Run 1, cells coloured by class:
Fill, decap, tap and diode cells in grey.
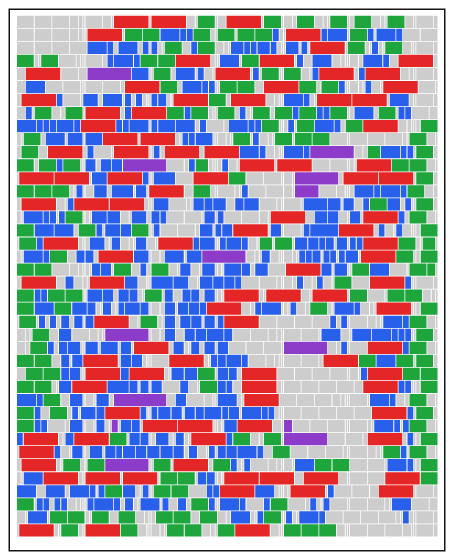
Run 1, routed metal per tile:
The die is cut into 18 by 23 equal tiles; dark blue is low, red is high, scaled to the fullest tile. Values are wire area over tile area, all layers added.
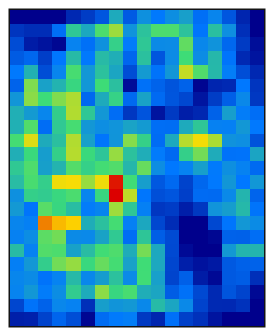
Run 1, PDN straps and rails:
Scale bar: 20 µm. Pins as bars on the die edge. Tap cells in grey.
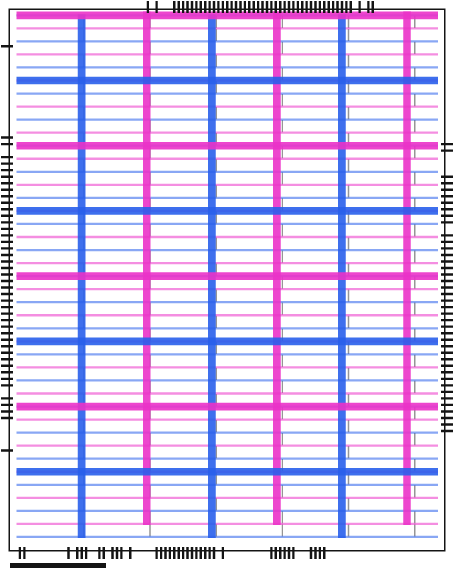
### config.mk
export PLATFORM = sky130hd
export DESIGN_NAME = instr_fetch_unit
export DESIGN_NICKNAME = d
export VERILOG_FILES = /design/src/rtl/fetch_pkg.sv /design/src/rtl/instr_fetch_unit_pc_register.sv /design/src/rtl/instr_fetch_unit.sv
export SDC_FILE = /design/constraint.sdc
export NUM_CORES = 1
export LEC_CHECK = 0
export CORE_ASPECT_RATIO = 1.25
export CORE_UTILIZATION = 49
export DETAILED_ROUTE_END_ITERATION = 16
export PLACE_DENSITY = 0.86
export SLEW_MARGIN = 10
export SYNTH_ARGS = -nofsm -noshare
export SYNTH_HDL_FRONTEND = slang
export SYNTH_HIERARCHICAL = 1
export SYNTH_SLANG_ARGS = --single-unit
### constraint.sdc
create_clock -name clk -period 5.2 [get_ports clk]
set_clock_uncertainty 0.2 [all_clocks]
set_input_delay 0.78 -clock clk [delete_from_list [all_inputs] [get_ports clk]]
set_output_delay 0.78 -clock clk [all_outputs]
set_load 0.005 [all_outputs]
### src/rtl/fetch_pkg.sv
// +----------------------------------------------------------------------+
// | fetch_pkg: shared types and constants for the instruction fetch unit |
// | Revision: 1.0                                                        |
// +----------------------------------------------------------------------+
`default_nettype none

package fetch_pkg;

  localparam int unsigned PC_INC           = 4;
  localparam logic [5:0]  HALT_OPCODE      = 6'b111111;
  localparam logic [31:0] DEFAULT_RESET_PC = 32'h0000_0000;

  typedef enum logic [2:0] {
    ST_IDLE  = 3'd0,
    ST_REQ   = 3'd1,
    ST_WAIT  = 3'd2,
    ST_HOLD  = 3'd3,
    ST_DRAIN = 3'd4,
    ST_HALT  = 3'd5
  } fetch_state_e;

  function automatic logic is_halt_word(input logic [31:0] word);
    return word[31:26] == HALT_OPCODE;
  endfunction

endpackage

`default_nettype wire

### src/rtl/instr_fetch_unit_pc_register.sv
// +----------------------------------------------------------------------+
// | pc_register: program counter, redirect load has priority over +4    |
// | Revision: 1.0                                                        |
// +----------------------------------------------------------------------+
`default_nettype none

module pc_register
  import fetch_pkg::*;
#(
  parameter int unsigned       ADDR_W   = 32,
  parameter logic [ADDR_W-1:0] RESET_PC = '0
) (
  input  logic              clk,
  input  logic              rst_n,
  input  logic              load_i,
  input  logic [ADDR_W-1:0] load_val_i,
  input  logic              inc_i,
  output logic [ADDR_W-1:0] pc_o
);

  logic [ADDR_W-1:0] pc_q;

  // The adder wraps naturally modulo 2^ADDR_W.
  always_ff @(posedge clk) begin
    if (!rst_n) begin
      pc_q <= RESET_PC;
    end else if (load_i) begin
      pc_q <= load_val_i;
    end else if (inc_i) begin
      pc_q <= pc_q + ADDR_W'(PC_INC);
    end
  end

  assign pc_o = pc_q;

endmodule

`default_nettype wire

### src/rtl/instr_fetch_unit.sv
// +----------------------------------------------------------------------+
// | instr_fetch_unit: MIPS fetch stage with branch redirect and drain.   |
// | Optional halt-on-opcode-111111 enabled by defining FETCH_HALT_EN.    |
// | Revision: 1.0                                                        |
// +----------------------------------------------------------------------+
`default_nettype none

module instr_fetch_unit
  import fetch_pkg::*;
#(
  parameter int unsigned       ADDR_W   = 32,
  parameter logic [ADDR_W-1:0] RESET_PC = ADDR_W'(DEFAULT_RESET_PC)
) (
  input  logic              clk,
  input  logic              rst_n,
  output logic              imem_req,
  output logic [ADDR_W-1:0] imem_addr,
  input  logic              imem_rvalid,
  input  logic [31:0]       imem_rdata,
  output logic [31:0]       instr,
  output logic [ADDR_W-1:0] instr_pc,
  output logic              instr_valid,
  input  logic              instr_ready,
  input  logic              branch_taken,
  input  logic [ADDR_W-1:0] branch_target,
  output logic              halted
);

  fetch_state_e      state_q, state_d;
  logic [ADDR_W-1:0] pc;
  logic [31:0]       instr_q;
  logic [ADDR_W-1:0] instr_pc_q;
  logic              imem_req_q, instr_valid_q, halted_q;

  logic              pc_load, pc_inc, capture, halt_hit;
  logic [ADDR_W-1:0] target_aligned;
  logic              unused_tgt_lsbs;

  assign target_aligned  = {branch_target[ADDR_W-1:2], 2'b00};
  assign unused_tgt_lsbs = ^branch_target[1:0];

`ifdef FETCH_HALT_EN
  assign halt_hit = is_halt_word(imem_rdata);
`else
  assign halt_hit = 1'b0;
`endif

  // A redirect anywhere but HALT wins; the increment only matters when it does not.
  assign pc_load = branch_taken && (state_q != ST_HALT);
  assign pc_inc  = (state_q == ST_HOLD) && instr_ready;
  assign capture = (state_q == ST_WAIT) && imem_rvalid && !branch_taken;

  pc_register #(
    .ADDR_W   (ADDR_W),
    .RESET_PC (RESET_PC)
  ) u_pc (
    .clk        (clk),
    .rst_n      (rst_n),
    .load_i     (pc_load),
    .load_val_i (target_aligned),
    .inc_i      (pc_inc),
    .pc_o       (pc)
  );

  always_comb begin
    state_d = state_q;
    case (state_q)
      ST_IDLE:  state_d = ST_REQ;
      ST_REQ:   state_d = branch_taken ? ST_DRAIN : ST_WAIT;
      ST_WAIT: begin
        if (branch_taken) begin
          state_d = imem_rvalid ? ST_REQ : ST_DRAIN;
        end else if (imem_rvalid) begin
          state_d = halt_hit ? ST_HALT : ST_HOLD;
        end
      end
      ST_HOLD: begin
        if (branch_taken || instr_ready) begin
          state_d = ST_REQ;
        end
      end
      // The stale response closes the drain even if a newer redirect lands with it.
      ST_DRAIN: begin
        if (imem_rvalid) begin
          state_d = ST_REQ;
        end
      end
      ST_HALT:  state_d = ST_HALT;
      default:  state_d = ST_IDLE;
    endcase
  end

  always_ff @(posedge clk) begin
    if (!rst_n) begin
      state_q       <= ST_IDLE;
      instr_q       <= '0;
      instr_pc_q    <= '0;
      imem_req_q    <= 1'b0;
      instr_valid_q <= 1'b0;
      halted_q      <= 1'b0;
    end else begin
      state_q       <= state_d;
      imem_req_q    <= (state_d == ST_REQ);
      instr_valid_q <= (state_d == ST_HOLD);
      halted_q      <= (state_d == ST_HALT);
      if (capture) begin
        instr_q    <= imem_rdata;
        instr_pc_q <= pc;
      end
    end
  end

  assign imem_req    = imem_req_q;
  assign imem_addr   = pc;
  assign instr       = instr_q;
  assign instr_pc    = instr_pc_q;
  assign instr_valid = instr_valid_q;
  assign halted      = halted_q;

endmodule

`default_nettype wire

==> impl_metrics.json, run 1 <==
{
  "outcome": "complete, no violations",
  "dp_hpwl_um": 8880,
  "synthTopCellsByArea": "dfxtp_1 43%, a21boi_2 14%, nand2_1 12%",
  "maxCapViolCount": 0,
  "end_kind": "flip-flop",
  "rsz0062_at_grt": "false",
  "drt_iter0_drc": 253,
  "initCoreUtil_pct": 50.2,
  "drive_gt1_share_pct": 13.0,
  "htreeDepth": 3,
  "antenna_found_initial": 0,
  "combPwrFrac_pct": 11.7,
  "ctsHoldBuffers": 0,
  "drc_errors": 0,
  "pwr-share-clk_pct": 38.1,
  "syn-cell-area_um2": 4800,
  "drtPass1Iterations": 5,
  "arrival_ns": 3.36,
  "ant_nets": 0,
  "fin_tns_setup_ns": 0,
  "max_slew_margin_pct": 22.2,
  "fmax_mhz": 302,
  "synth_top_cell_by_count": "nand2_1",
  "power_density_nw_per_um2": 254,
  "required_ns": 5.25,
  "drt-vias-per-instance": 5.48,
  "die-area_um2": 10200,
  "ys_area_um2": 4800,
  "cts_resized": 0,
  "crit_fanout": 16,
  "grt_max_degree": 90,
  "post_cts_buffers": 0,
  "finalWeightedCongestion": 0.813,
  "ys.flops": 102,
  "area_growth_pct": 39.0,
  "p_sw_uw": 384,
  "hold_viol": 0,
  "place_ws_ns": 1.61,
  "setup_slack_ns": 1.89,
  "cts_sinks": 102,
  "synthArstFlopShare_pct": 0,
  "period_minus_slack_ns": 3.31,
  "internal_power_mw": 1.31,
  "top_area_cell": "dfxtp_1",
  "p_seq_share_pct": 50.2,
  "edf_count": 0,
  "ioPinCount": 168,
  "cts_tree": "done",
  "tightest_slew_ns": 1.17,
  "gr-total-overflow": 0,
  "setup_viol_count_final": 0,
  "layout.nets": 758,
  "portBuffers": 165,
  "hp-class": "flip-flop to flip-flop",
  "diodes": 0,
  "grt_pass1_wl_um": 21000,
  "clockRootBuffer": "clkbuf_16",
  "syn_area_per_cell_um2": 8.83,
  "grt_pass1_vias": 4314,
  "tool_warnings": 28,
  "synthDistinctLibCells": 54,
  "slew_violations": 0,
  "worstSetupPathType": "primary input to flip-flop",
  "path_clk_slew_ns": 0.06,
  "ys_cells": 543,
  "yosysTopAreaCellShare_pct": 42.6,
  "cts_buffers": 9,
  "cts_buffer_depth": 2,
  "ys_seq_share_pct": 42.6,
  "ys_top_cells_by_count": "150 x nand2_1, 102 x dfxtp_1, 60 x a21boi_2",
  "yosysWarnings": 6
}
About 'cells coloured by class':
Key: red = registers [cells 102, share of their area 31%]; blue = remaining logic cells [cells 406, share of their area 39%]; purple = clock drivers and dummy loads [cells 13, share of their area 4.3%]; green = remaining buffers and delay cells [cells 169, share of their area 26%]
design area: 6670 µm²
Core ar.: 9560 µm²
Seq/total area: 30.6%
Layout Utilization: 69.8%
Site Rows: 40

About 'routed metal per tile':
5.3% of the tiles are nearly empty. The densest ninth of the die: middle left. The emptiest ninth of the die: lower right. 16% of the tiles are over half the peak. The fullest tile reaches 0.66. The mean over all tiles is 0.20.
via count: 4,470
GRT Overall Usage: 25.6%
WL/cell: 15.8 µm
final WL: 12,900 µm

About 'PDN straps and rails':
Key: magenta = VDD; blue = VSS
168 signal pins sit on the boundary. 126 tap cells. 8 straps on met5.
Die Ht: 113 µm
worst vdd ir: 0.209 mV
overall die width: 90.5 µm

[run 1: metal layers]
metal | GRT usage (%) | vias up | share of wire (%)
li1 | - | 2191 | -
met1 | 30.8 | 2099 | 40
met2 | 44.8 | 166 | 52
met3 | 4.95 | 14 | 6.3
met4 | 10.0 | 0 | 1.2
met5 | 0 | - | 0
[run 1: cells in the final DEF (no fill, tap or decap), drive strengths merged, types with 4 or more instances in the layout]
master / instances
a211oi: 4
a21boi: 65
a21oi: 11
a31oi: 11
and2: 4
buf: 5
clkbuf: 11
clkdlybuf4s50: 164
dfxtp: 102
inv: 5
mux2i: 5
nand2: 150
nand2b: 4
nand3: 9
nand4: 19
nor2: 18
nor3: 5
nor3b: 4
nor4: 8
o21ai: 25
o31ai: 8
or3: 6
or4: 8
xnor2: 4
xor2: 5
[run 1: cell type report]
cell class                 count  area [µm²]
clock buffer                  11         243
clock inverter                 2        35.0
fill                         747        2890
inverter                       5        18.8
multi-input combinational    401        2490
sequential                   102        2040
tap                          126         158
timing repair buffer         169        1680
[run 1: metrics by stage]
step                utilization [%]  std cells  total power [mW]  area, µm²  hold WS (ns)
floorplan                         -        544             0.941       4800         0.260
CTS                            69.8        816              1.71       6670         0.264
detailed placement             66.8        803              1.06       6390         0.255
global route                   69.8        816              1.76       6670         0.280
finish                         69.8        816              1.69       6670         0.263
global placement               66.8        803              1.05       6390         0.252
[run 1: power groups by stage]
stage	Clock (mW)	Combinational, mW	Sequential [mW]
6_report	0.645	0.198	0.849
5_1_grt	0.692	0.214	0.854
4_1_cts	0.660	0.198	0.848
3_5_place_dp	0	0.196	0.865
3_3_place_gp	0	0.190	0.864
2_1_floorplan	0	0.0857	0.855
[run 1: state kept, by name (all words and copies together), names as in the netlist]
register and flops:
instr 32, instr_pc 32, u_pc/pc_o 32, state_q 3
halted 1, imem_req 1, instr_valid 1
[run 1: kinds of logic after synthesis]
logic type / Yosys count / share of synthesized area (%)
compound gates: 135 / 24.0
fa+ha+maj: 1 / 0.261
mux: 5 / 1.04
other cells: 1 / 0.0782
xor+xnor: 9 / 1.64
buf+inv: 41 / 5.53
simple gates: 249 / 24.9
flops: 102 / 42.6
[run 1: worst paths after layout]
path	endpoint	cells past startpoint	start	slack, ns
min reg2reg	instr[9]$_SDFFE_PN0P_	2	instr[9]$_SDFFE_PN0P_	0.26
max	u_pc/pc_o[8]$_SDFFE_PN0N_	6	instr_ready	1.89
max reg2reg	u_pc/pc_o[8]$_SDFFE_PN0N_	5	state_q[1]$_SDFF_PN0_	2.30
min	instr[9]$_SDFFE_PN0P_	2	instr[9]$_SDFFE_PN0P_	0.26
[run 1: critical path, cell delays in order]
cell and delay (ns):
clkdlybuf4s50_1 0.48, nand2_1 0.08, nor2_1 0.84, nand2_1 0.41
or3_2 0.50, a311oi_1 0.28
==> run 2, diff against run 1 <==
--- a/config.mk
+++ b/config.mk
@@ -6,9 +6,9 @@
 export NUM_CORES = 1
 export LEC_CHECK = 0
 export CORE_ASPECT_RATIO = 1.25
-export CORE_UTILIZATION = 49
+export CORE_UTILIZATION = 46
 export DETAILED_ROUTE_END_ITERATION = 16
-export PLACE_DENSITY = 0.86
+export PLACE_DENSITY = 0.81
 export SLEW_MARGIN = 10
 export SYNTH_ARGS = -nofsm -noshare
 export SYNTH_HDL_FRONTEND = slang
==> constraint.sdc (replaced) <==
create_clock -name clk -period 3.1 [get_ports clk]
set_clock_uncertainty 0.2 [all_clocks]
set_input_delay 0.465 -clock clk [delete_from_list [all_inputs] [get_ports clk]]
set_output_delay 0.465 -clock clk [all_outputs]
set_load 0.005 [all_outputs]
==> run 2 against run 1 <==
Against the previous run:
- total power is 67% higher
- combinational power increased by 69%
- synthesized cell count unchanged
- die size rose by 6.4%
- routed wire length fell by 3.3%
- cell count rose by 1.3%
- cell area is 0.88% higher
- synthesized area unchanged
- global-route usage is 2.7 points lower
==> impl_metrics.json, run 2 <==
{
  "outcome": "complete, no violations",
  "slew_violations": 0,
  "ctsHoldBuffers": 0,
  "maxCapViolCount": 0,
  "cts_buffers": 9,
  "layout_top_cells": "164 x clkdlybuf4s50_1, 150 x nand2_1, 102 x dfxtp_1",
  "area_growth_pct": 40.2,
  "power_density_nw_per_um2": 420,
  "max_slew_margin_pct": 49.9,
  "top_area_cell": "dfxtp_1",
  "drtPass1Iterations": 4,
  "layout.nets": 763,
  "grtUsageMet1_pct": 28.2,
  "drc_errors": 0,
  "required_ns": 3.17,
  "drive_gt1_share_pct": 14.2,
  "crit_fanout": 16,
  "synthTopCellsByArea": "dfxtp_1 43%, a21boi_2 14%, nand2_1 12%",
  "grt-busiest-layer": "met2",
  "syn-cell-area_um2": 4800,
  "die_h_um": 116,
  "post_cts_buffers": 0,
  "grt_pass1_wl_um": 19600,
  "cts_resized": 0,
  "arrival_ns": 2.47,
  "routed_wl_um": 12500,
  "dpl-instance-area_um2": 6440,
  "syn_area_per_cell_um2": 8.83,
  "ys.flops": 102,
  "end_kind": "flip-flop",
  "post_drt_wl_per_cell_um": 15.1,
  "hold_ws_ns": 0.261,
  "worstSetupPathType": "primary input to flip-flop",
  "clockRootBuffer": "clkbuf_16",
  "ff_latch_area_um2": 2040,
  "antenna_found_initial": 0,
  "fin_tns_setup_ns": 0,
  "ioPinCount": 168,
  "ys_area_um2": 4800,
  "die_width_um": 93.3,
  "diodes": 0,
  "synthDistinctLibCells": 54,
  "drt-vias-per-instance": 5.35,
  "finalWeightedCongestion": 0.843,
  "rsz0062_at_grt": "false",
  "ant_nets": 0,
  "setup_viol_count_final": 0,
  "synthArstFlopShare_pct": 0,
  "initCoreUtil_pct": 47.5,
  "cts_tree": "done",
  "edf_count": 0,
  "rrSetupSlack_ns": 0.80,
  "path_clk_slew_ns": 0.07,
  "lay_top_count": "clkdlybuf4s50_1",
  "grt.met2_usage_pct": 39.2,
  "ys_top_cells_by_count": "150 x nand2_1, 102 x dfxtp_1, 60 x a21boi_2",
  "gr-total-overflow": 0,
  "portBuffers": 165,
  "yosysWarnings": 6,
  "ys_seq_share_pct": 42.6,
  "grt_pass1_vias": 4141,
  "hold_viol": 0,
  "grt_util_met3_pct": 4.88,
  "ys_cells": 543,
  "core-area_um2": 10100,
  "clkLatencyLatePin_ns": 0.35,
  "cts_buffer_depth": 2,
  "tool_warnings": 28,
  "cts_sinks": 102,
  "vias": 4424,
  "grt_max_degree": 46,
  "dp_hpwl_um": 8750,
  "yosysTopAreaCellShare_pct": 42.6,
  "logic_area_um2": 2490,
  "fillers": 838,
  "hp-class": "flip-flop to flip-flop",
  "fmax_mhz": 417,
  "period_minus_slack_ns": 2.40,
  "synth_top_cell_by_count": "nand2_1",
  "htreeDepth": 3,
  "drt_iter0_drc": 272
}
-- run 2: cell counts after synthesis --
Identical to the previous run, type by type.
-- run 2: logic make-up (layout without fill, tap and decap cells) --
logic type      Yosys count  count (layout)  share of synthesized area [%]
xor+xnor                  9               9                           1.64
mux                       5               5                           1.04
simple gates            249             249                           24.9
compound gates          135             135                           24.0
fa+ha+maj                 1               1                          0.261
flops                   102             102                           42.6
other cells               1               2                         0.0782
buf+inv                  41             195                           5.53
-- run 2: cell type report --
| cell class | instances | share of cell area (%) |
|---|---|---|
| multi-input combinational | 401 | 37.1 |
| sequential | 102 | 30.4 |
| timing repair buffer | 174 | 25.7 |
| clock buffer | 9 | 3.35 |
| tap | 129 | 2.40 |
| clock inverter | 7 | 0.856 |
| inverter | 5 | 0.279 |
-- run 2: layer usage --
| metal | share of wire (%) | vias up |
|---|---|---|
| met3 | 5.8 | 20 |
| met4 | 1.9 | 0 |
| met1 | 42 | 2058 |
| met2 | 50 | 144 |
| li1 | - | 2202 |
| met5 | 0 | - |
-- run 2: stage by stage --
stage	power, mW	util (%)	instances	worst slack [ns]
2_1_floorplan	1.58	-	544	0.974
3_3_place_gp	1.77	63.8	811	0.465
3_5_place_dp	1.78	63.8	811	0.416
4_1_cts	2.85	66.6	827	0.741
5_1_grt	2.95	66.6	827	0.624
6_report	2.82	66.6	827	0.700
-- run 2: critical path, stage by stage --
cell and delay [ns]:
clkdlybuf4s50_1 0.47, nand2_1 0.07, nor2_1 0.12, buf_4 0.24, and3_1 0.31, nand2_1 0.17
or4_1 0.44, a31oi_1 0.17
-- run 2: path summary, 6_finish.rpt --
kind / startpoint / end / depth (start not counted)
worst max register to register: state_q[1]$_SDFF_PN0_ / u_pc/pc_o[19]$_SDFFE_PN0N_ / 7
worst min register to register: instr[7]$_SDFFE_PN0P_ / instr[7]$_SDFFE_PN0P_ / 2
worst max-delay path: instr_ready / u_pc/pc_o[19]$_SDFFE_PN0N_ / 8
worst min-delay path: instr[7]$_SDFFE_PN0P_ / instr[7]$_SDFFE_PN0P_ / 2
-- run 2: where the power goes --
| part | switching, mW | internal [mW] |
|---|---|---|
| clock | 0.513 | 0.556 |
| sequential | 0.0676 | 1.35 |
| combinational | 0.124 | 0.210 |
Run 2, cells coloured by class:
Fill, decap, tap and diode cells in grey.
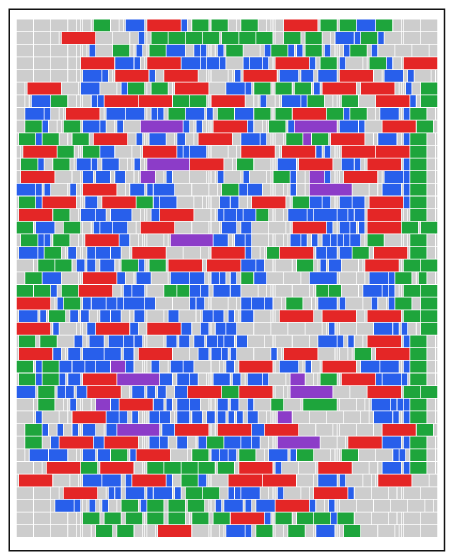
Key: green = remaining buffers and delay cells [cells 174, share of their area 26%]; blue = remaining logic cells [cells 406, share of their area 38%]; red = registers [cells 102, share of their area 31%]; purple = clock drivers and dummy loads [cells 16, share of their area 4.3%]
design area: 6730 µm²
Layout Utilization: 66.6%
Site Rows: 41

Run 2, placed standard cells:
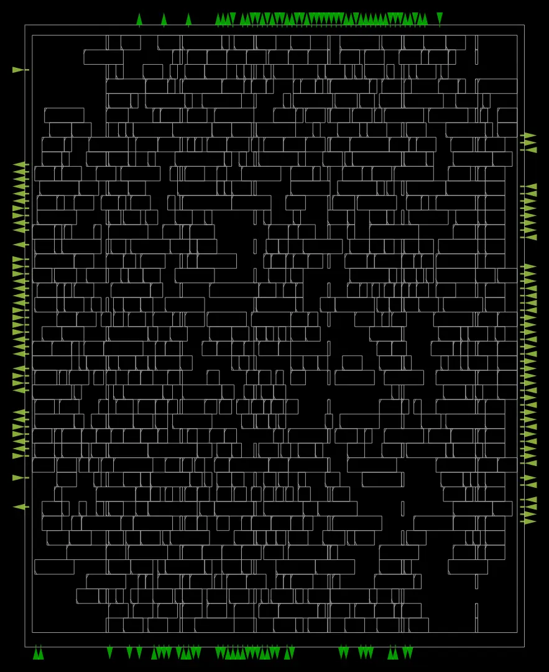
Non-Filler Instances: 827
tap cell count: 129

Power is estimated from default activity; no workload was simulated.
